==> src/rtl/rom_readback.sv <==
// Avalon-MM readback bridge: fetches single bytes from a PRG or CHR ROM with a fixed read latency.
// Define ROM_READBACK_CSUM_EN to build the running 16-bit checksum of captured bytes.
module rom_readback #(
  parameter int unsigned RD_LAT = 2  // ROM latency from strobe to data, 1..4
) (
  input  logic        i_clk,
  input  logic        i_rst_n,
  input  logic [1:0]  i_avl_addr,
  input  logic        i_avl_cs,
  input  logic        i_avl_read,
  input  logic        i_avl_write,
  input  logic [31:0] i_avl_writedata,
  output logic [31:0] o_avl_readdata,
  output logic [15:0] o_rom_addr,
  output logic        o_prg_rom_read,
  output logic        o_chr_rom_read,
  input  logic [7:0]  i_rom_rdata
);

  typedef enum logic [1:0] {StIdle, StIssue, StWait, StHold} state_e;

  localparam logic [2:0] LatCnt = 3'(RD_LAT);

  state_e      r_state;
  state_e      w_state_nxt;
  logic [2:0]  r_lat_cnt;
  logic [15:0] r_ptr;
  logic        r_prg;
  logic        r_auto;
  logic        r_valid;
  logic [7:0]  r_byte;
  logic [31:0] r_readdata;

  logic        w_wr_en;
  logic        w_ptr_wr;
  logic        w_rd_en;
  logic        w_consume;
  logic        w_capture;
  logic        w_busy;
  logic [31:0] w_rdata;
  logic [31:0] w_csum_rd;
  logic        w_unused;

  assign w_unused  = ^i_avl_writedata[29:16];

  // A write in the same cycle as a read wins; the read is dropped entirely.
  assign w_wr_en   = i_avl_cs & i_avl_write;
  assign w_ptr_wr  = w_wr_en & (i_avl_addr == 2'd0);
  assign w_rd_en   = i_avl_cs & i_avl_read & ~i_avl_write;
  assign w_consume = w_rd_en & (i_avl_addr == 2'd1) & r_valid;
  assign w_capture = (r_state == StWait) & (r_lat_cnt == LatCnt) & ~w_ptr_wr;
  assign w_busy    = (r_state == StIssue) | (r_state == StWait);

  always_comb begin
    w_state_nxt = r_state;
    case (r_state)
      StIdle:  w_state_nxt = StIdle;
      StIssue: w_state_nxt = StWait;
      StWait:  if (r_lat_cnt == LatCnt) w_state_nxt = StHold;
      StHold:  if (w_consume) w_state_nxt = r_auto ? StIssue : StIdle;
      default: w_state_nxt = StIdle;
    endcase
    if (w_ptr_wr) w_state_nxt = StIssue;
  end

  always_comb begin
    w_rdata = '0;
    if (w_rd_en) begin
      case (i_avl_addr)
        2'd1:    if (r_valid) w_rdata = {23'b0, 1'b1, r_byte};
        2'd2:    w_rdata = {r_ptr, 12'b0, r_prg, r_auto, r_valid, w_busy};
        2'd3:    w_rdata = w_csum_rd;
        default: w_rdata = '0;
      endcase
    end
  end

  always_ff @(posedge i_clk or negedge i_rst_n) begin
    if (!i_rst_n) begin
      r_state    <= StIdle;
      r_lat_cnt  <= 3'd0;
      r_ptr      <= 16'h0000;
      r_prg      <= 1'b0;
      r_auto     <= 1'b0;
      r_valid    <= 1'b0;
      r_byte     <= 8'h00;
      r_readdata <= 32'h0;
    end else begin
      r_state    <= w_state_nxt;
      r_readdata <= w_rdata;
      // Count cycles since the strobe; ISSUE is cycle 0.
      if (r_state == StIssue) begin
        r_lat_cnt <= 3'd1;
      end else if (r_state == StWait) begin
        r_lat_cnt <= r_lat_cnt + 3'd1;
      end
      if (w_ptr_wr) begin
        r_ptr   <= i_avl_writedata[15:0];
        r_prg   <= i_avl_writedata[31];
        r_auto  <= i_avl_writedata[30];
        r_valid <= 1'b0;
      end else if (w_capture) begin
        r_byte  <= i_rom_rdata;
        r_valid <= 1'b1;
      end else if (w_consume) begin
        r_valid <= 1'b0;
        if (r_auto) r_ptr <= r_ptr + 16'd1;
      end
    end
  end

`ifdef ROM_READBACK_CSUM_EN
  logic [15:0] r_csum;

  always_ff @(posedge i_clk or negedge i_rst_n) begin
    if (!i_rst_n) begin
      r_csum <= 16'h0000;
    end else if (w_ptr_wr) begin
      r_csum <= 16'h0000;
    end else if (w_capture) begin
      r_csum <= r_csum + {8'h00, i_rom_rdata};
    end
  end

  assign w_csum_rd = {16'h0000, r_csum};
`else
  assign w_csum_rd = 32'h0;
`endif

  assign o_avl_readdata = r_readdata;
  assign o_rom_addr     = r_ptr;
  assign o_prg_rom_read = (r_state == StIssue) &  r_prg;
  assign o_chr_rom_read = (r_state == StIssue) & ~r_prg;

endmodule

==> config.mk <==
export PLATFORM = sky130hd
export DESIGN_NAME = rom_readback
export DESIGN_NICKNAME = d
export VERILOG_FILES = /design/src/rtl/rom_readback.sv
export SDC_FILE = /design/constraint.sdc
export NUM_CORES = 1
export LEC_CHECK = 0
export ABC_AREA = 0
export CAP_MARGIN = 15
export CORE_ASPECT_RATIO = 1.5
export CORE_UTILIZATION = 37
export DETAILED_ROUTE_END_ITERATION = 6
export PLACE_DENSITY = 0.67
export SYNTH_ARGS = -nofsm -noshare
export SYNTH_HDL_FRONTEND = slang
export SYNTH_SLANG_ARGS = --single-unit
==> constraint.sdc <==
create_clock -name i_clk -period 1.9 [get_ports i_clk]
set_input_delay 0.57 -clock i_clk [delete_from_list [all_inputs] [get_ports i_clk]]
set_output_delay 0.57 -clock i_clk [all_outputs]
set_load 0.01 [all_outputs]
==> run_1/gate_families.png <==
(4 px per um)
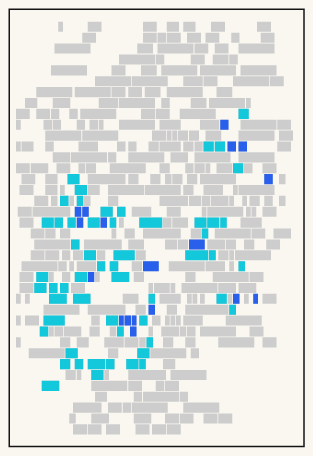
NOR gates -> blue  # cells 18
inverting AOI/OAI gates -> cyan  # cells 55

==> run_1/port_nets.png <==
(3 px per um)
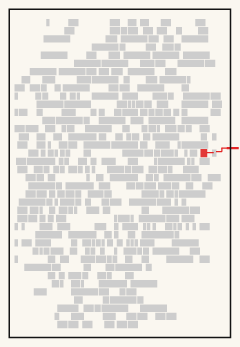
`o_prg_rom_read` -> red  # direction output, edge right, end cells 1, buffers 1, wire 7.60 um

==> reports/summary.log, run 1 <==
qor: outcome.status complete, no violations
qor: grt.grt_antenna_before_repair 0
qor: yosys.post-synth-top-area-cell sky130_fd_sc_hd__dfrtp_1
qor: finish.biggest_cell_category_by_area_in_the_final_layout flip-flops and latches
qor: yosys.ys_async_sr_fraction 100%
qor: setup_path.cell_by_cell_trace_of_the_critical_path clkdlybuf4s50_1
qor: yosys.synth_adder_area_share 3.99%
qor: yosys.synth-area-yosys 2820 sq um
qor: floorplanning.placement_rows 38
qor: grt.grt_pass1_vias 2,352
qor: route.vias 2,409
qor: placement.place_congestion 0.835
qor: finish.num_antenna_cells 0
qor: yosys.ys_types 48
qor: floorplanning.ios 97
qor: clock_network.clock_insertion_delay_worst_skew 0.34 ns
qor: route.via_per_inst 5.16
qor: placement.portBuffers 75
qor: pwr.power.total 3.87 mW
qor: yosys.yosys.area_share.xor_xnor 0%
qor: pwr.p_leak 1.94 nW
qor: finish.fin_util 55.9%
qor: clock_network.cts_tree done
qor: yosys.yosys-top-cells-area sky130_fd_sc_hd__dfrtp_1, sky130_fd_sc_hd__and3_1, sky130_fd_sc_hd__a2bb2oi_1
qor: floorplanning.die_height 109 um
qor: setup_path.critical_path.n_buffers_inverters 1
qor: floorplanning.core_footprint 7320 sq um
qor: floorplanning.die_area 7980 sq um
qor: finish.buffers 109
qor: setup_path.crit_path_top_delay_cell sky130_fd_sc_hd__clkdlybuf4s50_1
qor: flow_run.openroad.warnings 45
qor: yosys.mappedNetlistArea 2820 sq um
qor: clock_network.cts_hold_buffers 0
qor: final_timing.clock_skew 0.00631 ns
qor: clock_network.clock_path_buffers 2
qor: yosys.dominant_kind_of_combinational_cell simple AND/OR/NAND/NOR gates
qor: yosys.aoi_share 16.1%
qor: finish.syn2layout_area_growth 45.0%
qor: yosys.synthMuxAreaShare 4.08%
qor: finish.sequential_cell_total 57
qor: yosys.postSynth.topFlopCell sky130_fd_sc_hd__dfrtp_1
qor: finish.clockNetworkAreaShare 4.80%
qor: setup_path.timing.critical_path.from_type register
qor: finish.seq-cell-share 35.1%
qor: final_timing.finalClockPeriodUsage 98.1%
qor: route.drc 0
qor: setup_path.crit_path_arrival_time 1.29 ns
qor: setup_path.critical_path.max_fanout 4
qor: yosys.avgSynthCellArea 10.9 sq um
qor: final_timing.final.setup.tns 0 ns
qor: yosys.synthDominantCellAreaShare 50.6%
qor: yosys.yosysWarningCount 0
qor: clock_network.cts-buffers-inserted 9
qor: route.detail_route.first_pass.iterations 4
qor: grt.grt_remaining_overflow 0
qor: route.wl_per_cell 15.6 um
qor: setup_path.critPathMaxStageDelay 0.56 ns
qor: setup_path.setup_cp_type register to output pin
qor: finish.multi_input_comb_area 1280 sq um
qor: clock_network.clock-root-buffer sky130_fd_sc_hd__clkbuf_8
qor: finish.layout_filler_cell_count 672
qor: finish.lay_top_count sky130_fd_sc_hd__clkdlybuf4s50_1
qor: route.drtIter0Drc 107
qor: final_timing.rsz_0062_raised_after_global_routing false
qor: flow_run.cap_viol_max_count 0
qor: finish.layout.cells.most_common_list sky130_fd_sc_hd__clkdlybuf4s50_1, sky130_fd_sc_hd__dfrtp_1, sky130_fd_sc_hd__buf_4, sky130_fd_sc_hd__nand2_1, sky130_fd_sc_hd__and3_1
qor: setup_path.wp_data_required 1.33 ns
qor: final_timing.setup_viol_count_final 0
qor: placement.hpwlAfterDp 5090 um
qor: yosys.synth-seq-area-share 50.6%
qor: yosys.synth_flop_count 57
qor: finish.non_clock_inverter_count 7
qor: finish.nonClkBufAreaFrac 25.2%
qor: grt.total_routing_usage_reported_by_global_routing 19.9%
qor: route.routed_wirelength 7300 um
qor: pwr.cellPowerDensity 947 nW/um^2
qor: floorplanning.overall_die_width 73.3 um
qor: final_timing.timing_max_transition_violations_final 0
qor: finish.n_clock_buffer 11
qor: floorplanning.initial_core_util 38.5%
qor: final_timing.post-route-min-period 1.86 ns
qor: grt.grt_start_max_net_pins 58
qor: clock_network.clkSlewWorstSetupHoldPaths 0.07 ns
qor: yosys.synthTopCellsByCount sky130_fd_sc_hd__dfrtp_1, sky130_fd_sc_hd__nand2_1, sky130_fd_sc_hd__and3_1, sky130_fd_sc_hd__a2bb2oi_1, sky130_fd_sc_hd__o22ai_1
qor: final_timing.timing.final.hold_violations 0
qor: placement.dp_slack -0.499 ns
qor: yosys.simple_gate_share 18.9%
qor: finish.post_route_cells_drive_above_1_share 23.7%
qor: final_timing.achievable-frequency 536 MHz
qor: setup_path.cp_top_family buffers and inverters
qor: finish.layout.comb_gates.multi_input 178
qor: floorplanning.nWellTaps 100
qor: worst_hold_path.timing.hold.worst.class input port to asynchronous set/reset pin
qor: pwr.maximum_vdd_drop 0.457 mV
qor: setup_path.worst_setup_path_end_kind output pin
qor: finish.num-nets-final 418
qor: grt.grt_pass1_wl 11,600 um
qor: yosys.number_of_cells_in_yosys_stat 259
qor: yosys.postSynthCellCount 259
qor: finish.fraction_of_area_in_multi_input_gates 31.3%
qor: finish.ff_latch_area 1430 sq um
qor: yosys.most_numerous_cell_in_the_yosys_netlist sky130_fd_sc_hd__dfrtp_1
qor: clock_network.h_tree_levels 3
qor: yosys.flip_flops_with_a_built_in_enable 0
qor: route.postRouteAntennaNets 0
qor: final_timing.postLayoutSetupSlackWorst 0.0352 ns
==> run_1/final_clocks.png <==
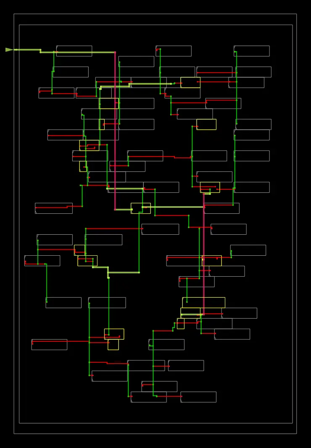
clock group power: 1.14 mW
number of sinks handled by clock tree synthesis: 57

==> run_1/registers.png <==
(3 px per um) Other sequential cells in the stronger grey, the rest of the logic in the fainter grey.
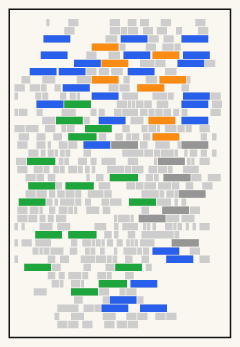
`o_rom_addr` -> green  # sequential cells 16
`r_byte` -> orange  # sequential cells 8
`o_avl_readdata` -> blue  # sequential cells 25, where all over the die

[run 1: path summary, 6_finish.rpt]
| path | from | to | slack, ns | depth (start not counted) |
|---|---|---|---|---|
| setup / recovery | o_rom_addr[9] | o_rom_addr[9] | 0.04 | 1 |
| hold / removal | i_rst_n | o_rom_addr[13] | 0.21 | 2 |
| setup reg to reg | o_rom_addr[0] | o_rom_addr[14] | 0.11 | 6 |
| hold reg to reg | r_byte[5] | r_byte[5] | 0.50 | 1 |
| max in group asynchronous | i_rst_n | o_rom_addr[0] | 1.38 | 2 |
| min in group i_clk | r_byte[5] | r_byte[5] | 0.50 | 1 |
[run 1: per-stage QoR]
stage               instances  area, sq um  hold WS (ns)
floorplan                 265         2840         0.274
global placement          445         3800         0.481
detailed placement        445         3800         0.489
CTS                       465         4070         0.220
global route              467         4090         0.244
finish                    467         4090         0.206
[run 1: per-layer routing]
layer	wire length, um	vias to the layer above	share of wire (%)	track usage (%)
met5	0	-	0	0
met4	189	0	2.6	11.8
met3	319	12	4.4	5.45
met2	3840	89	53	32.9
met1	2940	1171	40	22.8
li1	-	1137	-	-
[run 1: where the power goes]
part / internal, mW / switching, mW / total, mW
clock: 0.636 / 0.500 / 1.14
combinational: 0.596 / 0.517 / 1.11
sequential: 1.44 / 0.178 / 1.62
[run 1: timing repair]
action | 4_1_cts | 5_1_grt
buffers inserted | 4 | 2
pin swaps | 3 | 0
resized | 30 | 9
endpoints found under the setup margin | 37 | 11
[run 1: state kept, by name, summed over array words and instances, names as in the netlist]
signal          flops
o_avl_readdata     25
o_rom_addr         16
r_byte              8
r_lat_cnt           3
r_state             2
r_auto              1
r_prg               1
r_valid             1
==> run_1/density.png <==
(2 px per um) 7 x 11 tiles, from dark purple (low) to yellow (high), 0 to 100% covered.
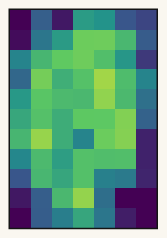

## Run 2: what changed since run 1
--- a/config.mk
+++ b/config.mk
@@ -8,6 +8,7 @@
 export ABC_AREA = 0
 export CAP_MARGIN = 15
 export CORE_ASPECT_RATIO = 1.5
+export CORE_MARGIN = 3
 export CORE_UTILIZATION = 37
 export DETAILED_ROUTE_END_ITERATION = 6
 export PLACE_DENSITY = 0.67
==> run_2/density.png <==
(2 px per um) 8 x 11 tiles, from dark purple (low) to yellow (high), 0 to 100% covered.
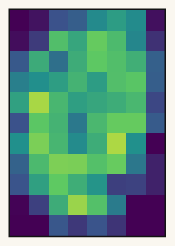
mean over tiles = 45%
fullest tile = 87%
emptiest ninth of the die = lower right

==> run_2/port_nets.png <==
(3 px per um)
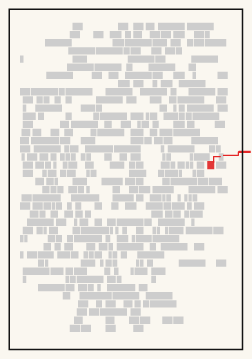
`o_prg_rom_read` -> red  # direction output, edge right, end cells 1, buffers 1, wire 11.3 um

==> run_2/gate_families.png <==
(4 px per um)
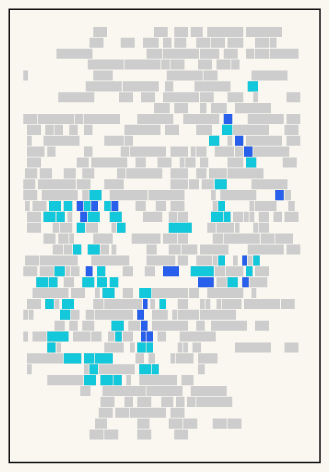
inverting AOI/OAI gates -> cyan  # cells 55
NOR gates -> blue  # cells 18

==> run 2 against run 1 <==
Against the previous run: via count hardly changed; clock power hardly changed; critical endpoint is now o_rom_addr[4]; highest routed layer unchanged; register-to-register slack hardly changed.
==> reports/summary.log, run 2 <==
qor: outcome.status complete, no violations
qor: yosys.synth-area-yosys 2820 sq um
qor: pwr.power.share.switching 31.0%
qor: clock_network.post_cts_resize_count 29
qor: clock_network.cts_setup_buffers 4
qor: placement.placement.cell_area 3790 sq um
qor: final_timing.setup_viol_count_final 0
qor: yosys.yosysWarningCount 0
qor: pwr.clk-power 1.13 mW
qor: pwr.internal-power 2.66 mW
qor: grt.grt_pass1_wl 11,800 um
qor: pwr.sequentialPower 1.63 mW
qor: finish.layout_filler_cell_count 691
qor: yosys.avgSynthCellArea 10.9 sq um
qor: grt.grt_antenna_before_repair 0
qor: finish.syn2layout_area_growth 43.1%
qor: final_timing.postLayoutSetupSlackWorst 0.0392 ns
qor: route.routed_wirelength 7500 um
qor: setup_path.critical_path.reg2reg.endpoint o_rom_addr[14]
qor: route.vias 2,407
qor: pwr.maximum_vdd_drop 0.481 mV
qor: pwr.main_power_consuming_group registers
qor: yosys.synthTopCellsByCount sky130_fd_sc_hd__dfrtp_1, sky130_fd_sc_hd__nand2_1, sky130_fd_sc_hd__and3_1, sky130_fd_sc_hd__a2bb2oi_1, sky130_fd_sc_hd__o22ai_1
qor: setup_path.crit_path_top_delay_cell sky130_fd_sc_hd__clkdlybuf4s50_1
qor: final_timing.timing.final.hold_violations 0
qor: setup_path.critical_path.max_fanout 2
qor: final_timing.rsz_0062_raised_after_global_routing false
qor: floorplanning.ios 97
qor: floorplanning.placement_rows 38
qor: grt.grtUsageMet3 4.22%
qor: finish.num-nets-final 413
qor: finish.ff_latch_area 1440 sq um
qor: final_timing.achievable-frequency 537 MHz
qor: grt.grt_pass1_vias 2,346
qor: pwr.p_switching 1.19 mW
qor: final_timing.post-route-min-period 1.86 ns
qor: setup_path.cell_by_cell_trace_of_the_critical_path clkdlybuf4s50_1
qor: floorplanning.die_area 8730 sq um
qor: grt.grt_use_met2 30.5%
qor: finish.post_route_cells_drive_above_1_share 21.5%
qor: final_timing.finalHoldWorstSlack 0.217 ns
qor: setup_path.crit_path_arrival_time 1.29 ns
qor: placement.place_congestion 0.893
qor: pwr.cellPowerDensity 953 nW/um^2
qor: final_timing.timing_max_transition_violations_final 0
qor: route.postRouteAntennaNets 0
qor: pwr.p_leak 1.87 nW
qor: grt.global_route.peak_usage_layer met2
qor: yosys.ys_async_sr_fraction 100%
qor: grt.grt_remaining_overflow 0
qor: flow_run.openroad.warnings 45
qor: pwr.power.share.clock 29.3%
qor: yosys.synth_flop_count 57
qor: route.drc 0
qor: pwr.combPwrFrac 28.4%
qor: clock_network.cts_tree done
qor: floorplanning.initial_core_util 38.5%
qor: finish.fin_util 55.1%
qor: floorplanning.overall_die_width 77.3 um
qor: placement.portBuffers 75
qor: flow_run.cap_viol_max_count 0
qor: finish.largest_register_ff_count 25
qor: final_timing.final.setup.tns 0 ns
qor: setup_path.timing.reg2reg.setup_slack 0.12 ns
qor: pwr.share_seq_of_total_power 42.3%
qor: route.wl_per_cell 16.2 um
qor: finish.layout.cells.most_common_list sky130_fd_sc_hd__clkdlybuf4s50_1, sky130_fd_sc_hd__dfrtp_1, sky130_fd_sc_hd__nand2_1, sky130_fd_sc_hd__buf_4, sky130_fd_sc_hd__and3_1
qor: yosys.synthDominantCellAreaShare 50.6%
qor: setup_path.setup_cp_type register to output pin
qor: clock_network.clock_path_buffers 2
qor: finish.stdcell_count 462
qor: yosys.postSynth.topFlopCell sky130_fd_sc_hd__dfrtp_1
qor: clock_network.cts_hold_buffers 0
qor: grt.met1_usage 19.8%
qor: clock_network.h_tree_levels 3
qor: finish.multi_input_comb_area 1260 sq um
qor: route.drtIter0Drc 84
qor: yosys.mappedNetlistArea 2820 sq um
qor: clock_network.cts-buffers-inserted 9
qor: yosys.most_numerous_cell_in_the_yosys_netlist sky130_fd_sc_hd__dfrtp_1
qor: yosys.yosys-top-cells-area sky130_fd_sc_hd__dfrtp_1, sky130_fd_sc_hd__and3_1, sky130_fd_sc_hd__a2bb2oi_1
qor: setup_path.worst_r2r_path_depth 5
qor: setup_path.cp_top_family buffers and inverters
qor: setup_path.timing.critical_path.from_type register
qor: worst_hold_path.timing.hold.worst.class input port to asynchronous set/reset pin
qor: yosys.flip_flops_with_a_built_in_enable 0
qor: grt.grt_start_max_net_pins 58
qor: yosys.postSynthCellCount 259
qor: setup_path.critPathLaunch o_rom_addr[4]
qor: pwr.pwr.group.combinational 1.09 mW
qor: clock_network.cts_num_sinks 57
qor: floorplanning.core_footprint 7320 sq um
qor: placement.hpwlAfterDp 5290 um
run 2: cell types whose count changed in the layout (fill, tap and decap cells not counted), moves of 2 or more:
cell                              delta
sky130_fd_sc_hd__a211oi_1            +3
sky130_fd_sc_hd__ha_2                -2
sky130_fd_sc_hd__buf_12              +2
sky130_fd_sc_hd__a211oi_2            -3
sky130_fd_sc_hd__ha_1                +2
sky130_fd_sc_hd__dlymetal6s2s_1      -4
sky130_fd_sc_hd__buf_4               -6
sky130_fd_sc_hd__dlygate4sd2_1       +6
sky130_fd_sc_hd__clkdlybuf4s50_1     -2
run 2: layout make-up:
type | count | area share, %
Multi-Input combinational cell | 178 | 31.2
Timing Repair Buffer | 104 | 24.7
Tap cell | 100 | 3.10
Inverter | 7 | 0.651
Clock buffer | 11 | 3.50
Sequential cell | 57 | 35.6
Clock inverter | 5 | 1.36
run 2: logic make-up (layout without fill, tap and decap cells):
group | Yosys count | count (layout) | synth area share, %
other | 1 | 7 | 0.133
muxes | 10 | 10 | 4.08
adders and majority gates | 9 | 9 | 3.99
buffers and inverters | 30 | 127 | 6.30
AOI/OAI and AO/OA | 58 | 58 | 16.1
and+or+nand+nor | 94 | 94 | 18.9
DFF | 57 | 57 | 50.6
run 2: how the worst max path moves through the flow:
stage | depth (start not counted) | end | slack (ns)
final | 1 | o_rom_addr[4] | 0.04
after CTS | 1 | o_rom_addr[9] | 0.001
after detailed placement | 7 | r_byte[4] | -0.48
after floorplan | 6 | r_byte[0] | 0.04
after global placement | 8 | o_rom_addr[0] | -0.46
after global routing | 1 | o_rom_addr[11] | 0.005
run 2: layer usage:
metal,vias to the layer above,wire length [um]
li1,1128,-
met1,1168,2930
met2,95,3880
met3,16,432
met4,0,253
met5,-,0
==> run_2/final_clocks.png <==
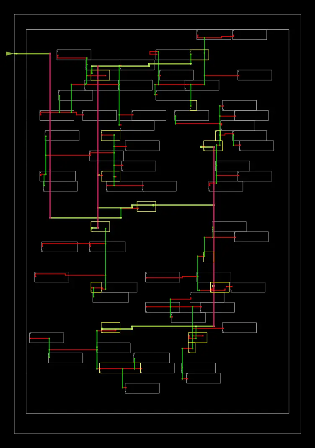

## Run 3: what changed since run 2
--- a/config.mk
+++ b/config.mk
@@ -9,9 +9,9 @@
 export CAP_MARGIN = 15
 export CORE_ASPECT_RATIO = 1.5
 export CORE_MARGIN = 3
-export CORE_UTILIZATION = 37
+export CORE_UTILIZATION = 45
 export DETAILED_ROUTE_END_ITERATION = 6
-export PLACE_DENSITY = 0.67
+export PLACE_DENSITY = 0.8
 export SYNTH_ARGS = -nofsm -noshare
 export SYNTH_HDL_FRONTEND = slang
 export SYNTH_SLANG_ARGS = --single-unit
==> run_3/final_clocks.png <==
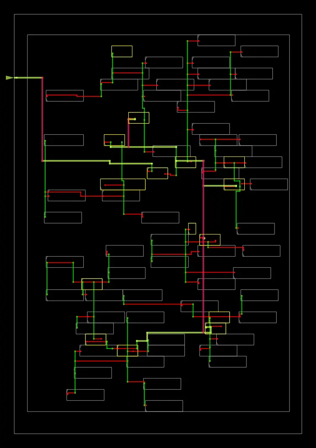
total clock buffers created by CTS: 9
num sequential: 57
clock insertion delay at the later pin of the skew report: 0.33 ns

==> run_3/gate_families.png <==
(4 px per um)
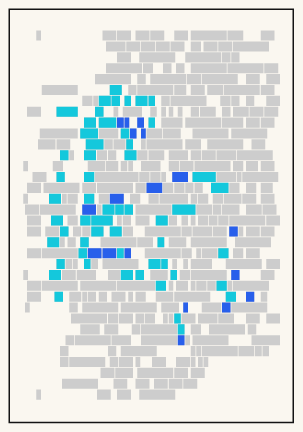
NOR gates -> blue  # cells 18
inverting AOI/OAI gates -> cyan  # cells 55

==> run_3/registers.png <==
(4 px per um) Other sequential cells in the stronger grey, the rest of the logic in the fainter grey.
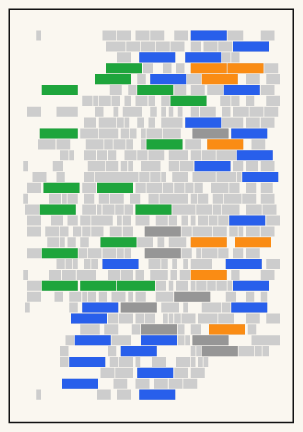
`o_avl_readdata` -> blue  # sequential cells 25
`o_rom_addr` -> green  # sequential cells 16
`r_byte` -> orange  # sequential cells 8
not coloured = 8

==> run 3 against run 2 <==
Against the previous run: area after synthesis stayed put; clock power is 6% higher; non-clock buffer count is 9 higher; cell count is 4.3% lower; sequential power hardly changed; register-to-register slack worse by 0.02 ns; critical path depth stayed put; via count is 2.2% higher; global-route usage is 4.1 points higher; fmax is 0.26% lower; largest cell class unchanged; wire length is 3.4% higher; critical path type unchanged.
==> reports/summary.log, run 3 <==
qor: finish.post_route_cells_drive_above_1_share 24.3%
qor: yosys.ys_types 48
qor: finish.finalInstanceArea 4110 sq um
qor: yosys.mappedNetlistArea 2820 sq um
qor: finish.layout.cells.most_common_list sky130_fd_sc_hd__clkdlybuf4s50_1, sky130_fd_sc_hd__dfrtp_1, sky130_fd_sc_hd__buf_4, sky130_fd_sc_hd__nand2_1, sky130_fd_sc_hd__and3_1
qor: placement.dp.cells 418
qor: final_timing.finalHoldWorstSlack 0.240 ns
qor: final_timing.timing.final.hold_violations 0
qor: route.drtIter0Drc 145
qor: pwr.p_leak 1.91 nW
qor: yosys.synth-seq-area-share 50.6%
qor: grt.total_routing_usage_reported_by_global_routing 21.7%
qor: clock_network.clkSlewWorstSetupHoldPaths 0.06 ns
qor: placement.dp_slack -0.442 ns
qor: finish.num-nets-final 422
qor: finish.ff_latch_area 1430 sq um
qor: finish.syn2layout_area_growth 45.7%
qor: finish.multi_input_comb_area 1290 sq um
qor: yosys.post-synth-top-area-cell sky130_fd_sc_hd__dfrtp_1
qor: yosys.number_of_cells_in_yosys_stat 259
qor: clock_network.cts_hold_buffers 0
qor: clock_network.cts_tree done
qor: setup_path.worst_r2r_startpoint r_state[0]
qor: yosys.postSynth.topFlopCell sky130_fd_sc_hd__dfrtp_1
qor: yosys.synth-area-yosys 2820 sq um
qor: route.postRouteAntennaNets 0
qor: finish.fin_util 69.0%
qor: floorplanning.overall_die_width 70.6 um
qor: floorplanning.initial_core_util 47.4%
qor: worst_hold_path.timing.hold.worst.class input port to asynchronous set/reset pin
qor: placement.hpwlAfterDp 5170 um
qor: pwr.cellPowerDensity 971 nW/um^2
qor: setup_path.timing.critical_path.from_type register
qor: floorplanning.die_area 7270 sq um
qor: yosys.flip_flops_with_a_built_in_enable 0
qor: grt.grt_antenna_before_repair 0
qor: clock_network.clock-root-buffer sky130_fd_sc_hd__clkbuf_8
qor: setup_path.critical_path.n_buffers_inverters 1
qor: route.detail_route.first_pass.iterations 5
qor: final_timing.achievable-frequency 536 MHz
qor: grt.grt_start_max_net_pins 58
qor: yosys.yosysWarningCount 0
qor: yosys.most_numerous_cell_in_the_yosys_netlist sky130_fd_sc_hd__dfrtp_1
qor: final_timing.clock_skew 0.00379 ns
qor: final_timing.final.setup.tns 0 ns
qor: yosys.postSynthCellCount 259
qor: setup_path.wp_data_required 1.33 ns
qor: final_timing.setup_viol_count_final 0
qor: setup_path.cell_by_cell_trace_of_the_critical_path clkdlybuf4s50_1
qor: yosys.synthTopCellsByCount sky130_fd_sc_hd__dfrtp_1, sky130_fd_sc_hd__nand2_1, sky130_fd_sc_hd__and3_1, sky130_fd_sc_hd__a2bb2oi_1, sky130_fd_sc_hd__o22ai_1
qor: yosys.avgSynthCellArea 10.9 sq um
qor: final_timing.postLayoutSetupSlackWorst 0.0345 ns
qor: final_timing.timing_max_transition_violations_final 0
qor: floorplanning.ios 97
qor: flow_run.cap_viol_max_count 0
qor: route.wl_per_cell 17.5 um
qor: setup_path.worst_setup_path_end_kind output pin
qor: placement.placement.cell_area 3770 sq um
qor: setup_path.crit_path_top_delay_cell sky130_fd_sc_hd__clkdlybuf4s50_1
qor: setup_path.critPathLaunch o_rom_addr[7]
qor: yosys.synthDominantCellAreaShare 50.6%
qor: setup_path.setup_cp_type register to output pin
qor: yosys.ys_async_sr_fraction 100%
qor: route.drc 0
qor: route.routed_wirelength 7750 um
qor: yosys.yosys-top-cells-area sky130_fd_sc_hd__dfrtp_1, sky130_fd_sc_hd__and3_1, sky130_fd_sc_hd__a2bb2oi_1
qor: floorplanning.die_height 103 um
qor: grt.grt_pass1_vias 2,519
qor: placement.place_congestion 0.837
qor: finish.num_antenna_cells 0
qor: setup_path.timing.reg2reg.setup_slack 0.10 ns
qor: outcome.status complete, no violations
qor: flow_run.openroad.warnings 45
qor: placement.portBuffers 75
qor: floorplanning.core_footprint 5960 sq um
qor: pwr.power.total 3.99 mW
qor: setup_path.cp_top_family buffers and inverters
qor: final_timing.finalClockPeriodUsage 98.2%
qor: grt.grt_remaining_overflow 0
qor: clock_network.clock_path_buffers 2
qor: finish.lay_top_count sky130_fd_sc_hd__clkdlybuf4s50_1
qor: final_timing.post-route-min-period 1.87 ns
qor: route.via_per_inst 5.57
qor: setup_path.crit_path_arrival_time 1.30 ns
qor: route.vias 2,460
qor: setup_path.critical_path.max_fanout 3
qor: pwr.maximum_vdd_drop 0.444 mV
qor: finish.layout_filler_cell_count 433
qor: clock_network.cts_num_sinks 57
qor: floorplanning.placement_rows 34
qor: finish.stdcell_count 442
qor: setup_path.critPathMaxStageDelay 0.57 ns
qor: finish.largest_register_ff_count 25
qor: grt.grt_pass1_wl 12,300 um
qor: yosys.synth_flop_count 57
qor: clock_network.h_tree_levels 3
[run 3: power by group]
part           switching, mW  total [mW]  leakage (nW)  internal, mW
sequential             0.165        1.61         0.751          1.44
clock                  0.457        1.20         0.112         0.739
combinational          0.566        1.19          1.05         0.623
total                   1.19        3.99          1.91          2.80
[run 3: worst paths after layout]
| kind | endpoint | cells after the start |
|---|---|---|
| worst max-delay path | o_rom_addr[7] | 1 |
| max in group asynchronous | o_rom_addr[6] | 2 |
| worst min register to register | r_byte[4] | 1 |
| min in group i_clk | r_byte[4] | 1 |
| worst max register to register | r_byte[3] | 7 |
| worst min-delay path | r_prg | 2 |
[run 3: timing repair]
| action | 4_1_cts | 5_1_grt |
|---|---|---|
| resized | 23 | 7 |
| setup buffers | 5 | 4 |
| setup endpoints to repair | 33 | 12 |
| pin swaps | 5 | 0 |
[run 3: routing by layer]
layer  routed length [um]  up-vias  track usage [%]
met1                 2940     1196             24.4
met3                  376       23             4.29
met2                 4220       97             40.3
met5                    0        -                0
li1                     -     1144                -
met4                  213        0             8.39
[run 3: area by class of cell]
| cell class | count | share of cell area [%] |
|---|---|---|
| Inverter | 7 | 0.639 |
| Multi-Input combinational cell | 178 | 31.4 |
| Timing Repair Buffer | 113 | 25.8 |
| Sequential cell | 57 | 34.8 |
| Clock inverter | 2 | 0.853 |
| Clock buffer | 13 | 4.35 |
| Tap cell | 72 | 2.19 |
[run 3: cells by family (layout without fill, tap and decap cells)]
family / after synthesis / count (layout) / synth area share, %
multiplexers: 10 / 10 / 4.08
buffers and inverters: 30 / 135 / 6.30
other: 1 / 7 / 0.133
AND-OR/OR-AND: 58 / 58 / 16.1
adder cells (fa/ha/maj): 9 / 9 / 3.99
flip-flops: 57 / 57 / 50.6
AND/OR/NAND/NOR: 94 / 94 / 18.9
Power figures rest on the tool's default switching activity, not on a simulated workload.
